Design palette_fade_ctrl, sky130hd; sources not shown.
==> run_1/m2.png <==
Scale bar: 20 µm.
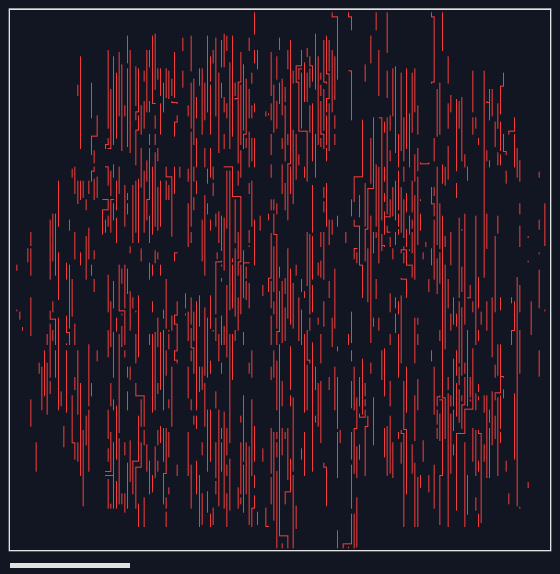
The layer carries 4,510 µm of wire. The longest straight run is 38.1 µm. The wires run mostly vertical. The layer holds 51% of the routed length.
total wirelength of the detailed-routed design: 8.79 mm
vias after detailed routing: 3,826
M2 GR Usage: 40.3%

==> run_1/clock_nets.png <==
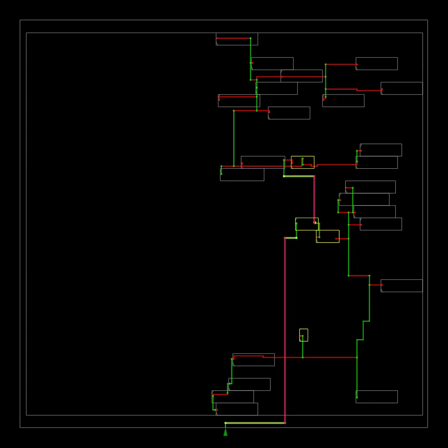
worst setup skew after layout: 0.00672 ns
Num Clock Sinks: 23
total of clock buffers placed in the layout: 3

==> run_1/m3.png <==
Scale bar: 20 µm.
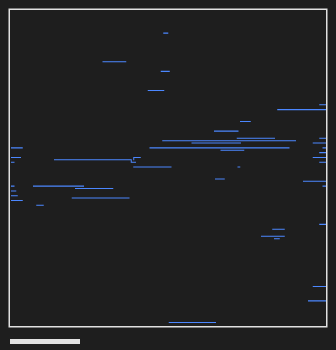
The layer holds 3.4% of the routed length. The wires run mostly horizontal. 39 nets have wire on it. The longest straight run is 39.6 µm. The layer carries 295 µm of wire.
GR Util met3: 1.78%

==> run_1/route_heat.png <==
Scale bar: 20 µm. 18 x 18 tiles, from dark purple (low) to yellow (high), scaled to the fullest tile. Values are wire area over tile area, all layers added.
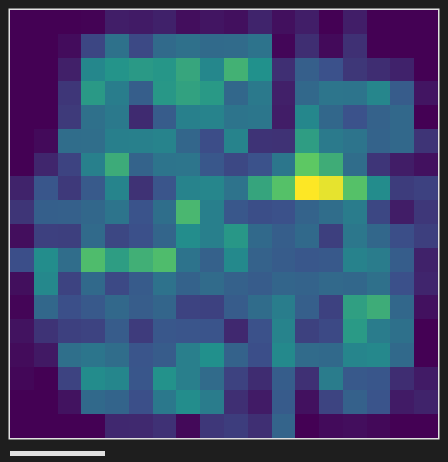
The mean over all tiles is 0.17. The densest ninth of the die: middle. 12% of the tiles are nearly empty. 8.6% of the tiles are over half the peak. The fullest tile reaches 0.63.
detail-routed net length per standard cell: 11.5 µm
all-layer global routing usage: 21.4%

==> results.txt, run 1 <==
Results of an implementation run.

The flow ran to the end, and the final reports show no timing, DRC or antenna violations. STA puts the critical path data arrival time at 5.08 ns. Cells fill 70.7% of the core in the end. The first global-routing pass estimated 15.0 mm of wire. The portion of netlist area occupied by mux cells is less than 1%. The flop count is 23. The final non-filler cell area is about 5200 µm². The met1 track demand over resource in global routing is a little over a quarter.

Per the CTS log, the root buffer master is sky130_fd_sc_hd__clkbuf_8. TritonCTS built the clock tree. The via count of the first global-routing pass is 3,695. Among the non-sequential cells, simple AND/OR/NAND/NOR gates take the most area. The die width is 89.9 µm. Cells with a size suffix above 1 make up between 20% and 30% of the layout.

The number of remaining DRC errors is 0. Compared with the post-synthesis result, the final layout area differs by 22.7%. The number of clock buffers added by TritonCTS is 3. According to the tapcell log, the count of inserted taps is 99.

Ranking logic cells in the layout by count gives the top entries sky130_fd_sc_hd__nand2_1 (146), sky130_fd_sc_hd__inv_1 (125), sky130_fd_sc_hd__ha_1 (50). The final RePlAce weighted congestion is just over 0.8. The layout has 590 filler cells. The clock-pin slew on the worst setup and hold paths is 0.09 ns. The highest achievable clock rate is ~200 MHz.

After detailed routing, the number of vias per cell comes to ~5.0. After the first detailed-routing iteration, the DRC count stood at about 130. The antenna diode count is 0. In this run, distinct cell masters in the synthesized netlist total approximately 47. The area fraction in compound gates after synthesis is 9.58%.

The post-placement cell area is approximately 4700 µm². Among cell families on the critical path, the largest total delay comes from adder cells. The initial standard-cell utilization of the core is 57.6%. By area the synthesized netlist is led by sky130_fd_sc_hd__ha_1 (19%), sky130_fd_sc_hd__nand2_1 (14%), sky130_fd_sc_hd__dfrtp_1 (11%). The cell total after placement is roughly 740. The critical-path maximum fanout is 6.
## run 1: cell usage after synthesis, drive strengths merged (3+ instances only)
master / number
fa: 18
a31oi: 5
nand4: 12
o21ai: 24
dfrtp: 19
clkbuf: 7
inv: 137
xor2: 13
a21oi: 18
nand3b: 4
xnor2: 5
dfstp: 4
nand3: 49
nand2: 180
nor2: 29
nor3: 3
ha: 63
## run 1: what timing repair did
action | CTS | global route
setup endpoints to repair | 2 | 6
gates resized | 8 | 43
setup buffers | 4 | 20
pin swaps | 1 | 15
==> run 2: changes to the inputs <==
--- a/config.mk
+++ b/config.mk
@@ -7,11 +7,11 @@
 export LEC_CHECK = 0
 export ABC_AREA = 1
 export CAP_MARGIN = 20
-export CORE_UTILIZATION = 55
+export CORE_UTILIZATION = 51
 export CTS_CLUSTER_DIAMETER = 150
 export DETAILED_ROUTE_END_ITERATION = 10
 export GPL_TIMING_DRIVEN = 0
-export PLACE_DENSITY = 0.79
+export PLACE_DENSITY = 0.74
 export SLEW_MARGIN = 20
 export SYNTH_ARGS = -nofsm -noshare
 export SYNTH_HDL_FRONTEND = slang
==> run_2/clock_nets.png <==
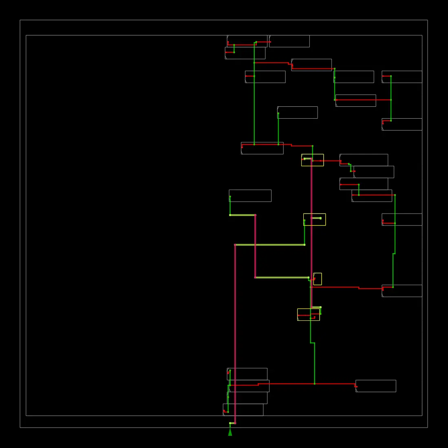
clock buffer count from CTS: 3
worst-skew pair later-pin latency: 0.28 ns
Seq Cell Count: 23

==> run 2 against run 1 <==
Compared with the run above: fmax shrank 0.51%; via count rose by 1.7%; hold slack worse by 0.014 ns; non-clock buffer count is 3 higher; synthesized cell count did not move; core utilization shrank 3.3 points; wire length increased by 8.1%; count of clock-buffer cells in the layout unchanged; sequential share of layout area shrank 0.23 points.
==> results.txt, run 2 <==
Results of an implementation run.

Relative to the synthesized area, the layout overhead comes to 25.3%. The via count of the first global-routing pass is 3,632. The global-route usage over all layers is between 20% and 30%.

The portion of netlist area occupied by mux cells is less than 1%. The number of distinct library cells after synthesis is roughly 47. The library cells used most frequently in the layout, excluding fill and tap cells, are sky130_fd_sc_hd__nand2_1 (143), sky130_fd_sc_hd__inv_1 (123), sky130_fd_sc_hd__ha_1 (50).

The main area contributors are sky130_fd_sc_hd__ha_1 (19%), sky130_fd_sc_hd__nand2_1 (14%), sky130_fd_sc_hd__dfrtp_1 (11%). After layout, the clock buffer instance count stands at 3. The highest achievable clock rate is 202 MHz. The detailed-routing wirelength on met1 is 4.18 mm. Yosys reported a register bit count of 23.

The initial utilization of the core area, before any placement, comes to 53.8%. For the worst setup path, the data required time is 5.38 ns. The number of filler instances in the final layout is around 640. The global-route wire length before repair is 15.4 mm. After detailed routing, the number of vias per cell comes to about 5.1.

Per the final layout report, the fraction of cells sized above drive strength 1 comes to 23.5%. The most numerous cell in the Yosys netlist is sky130_fd_sc_hd__nand2_1.

The largest family of logic cells by area is simple AND/OR/NAND/NOR gates. After detailed routing, the met3 layer carries 361 µm of wire. Per the gpl log, the routability congestion estimate is approximately 0.8.

The global routing usage on met2 is a little under two fifths. The share of flip-flops with an asynchronous set or reset is 100%. The total die area is roughly 8700 µm².

The tree is rooted in a sky130_fd_sc_hd__clkbuf_8. TritonCTS built the clock tree. The routed design shows a wire length per standard cell of ~12 µm. Of the total synthesized cell area, the portion taken by AND-OR and OR-AND cells is 9.58%. The number of tap cells added at floorplan is between 100 and 150.

The yosys cell count is ~610. The clock-pin slew on the worst setup and hold paths is ~0.10 ns. The flow ran to the end, and the final reports show no timing, DRC or antenna violations. The count of clock tree sinks is 23. The die width is roughly 93 µm.

The worst clock skew is 0.00927 ns. TritonRoute reported its final design rule violation total as 0. At the end of the flow the core is filled with cells to 67.4%. Among cell families on the critical path, the largest total delay comes from adder cells. The top cell type in the final layout, fill and taps aside, is sky130_fd_sc_hd__nand2_1. 0 antenna diodes ended up in the layout.

The critical-path maximum fanout is 8.
==> run_2/m3.png <==
Scale bar: 20 µm.
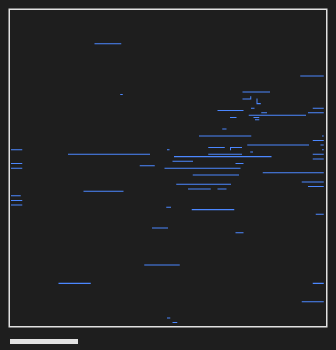
The wires run mostly horizontal. The layer holds 3.8% of the routed length. The longest straight run is 28.5 µm. 51 nets have wire on it. The layer carries 362 µm of wire.
vias after detailed routing: 3,890
total wirelength of the detailed-routed design: 9.50 mm
GR Util met3: 1.14%

==> run 2: repair_timing <==
item,4_1_cts,5_1_grt
pin swaps,1,26
resized,7,63
setup buffers,6,21
hold buffers,0,0
cloned,0,0
setup endpoints to repair,2,6
==> run 2: per-stage QoR <==
| step | instances | hold slack [ns] | cell area, µm² | setup slack, ns |
|---|---|---|---|---|
| 2_1_floorplan | 605 | 0.224 | 4270 | 0.00722 |
| 3_3_place_gp | 741 | 0.493 | 4730 | -0.403 |
| 3_5_place_dp | 741 | 0.504 | 4730 | -0.457 |
| 4_1_cts | 747 | 0.526 | 4840 | 0.00863 |
| 5_1_grt | 767 | 0.242 | 5320 | -0.0340 |
| 6_report | 767 | 0.203 | 5320 | 0.248 |
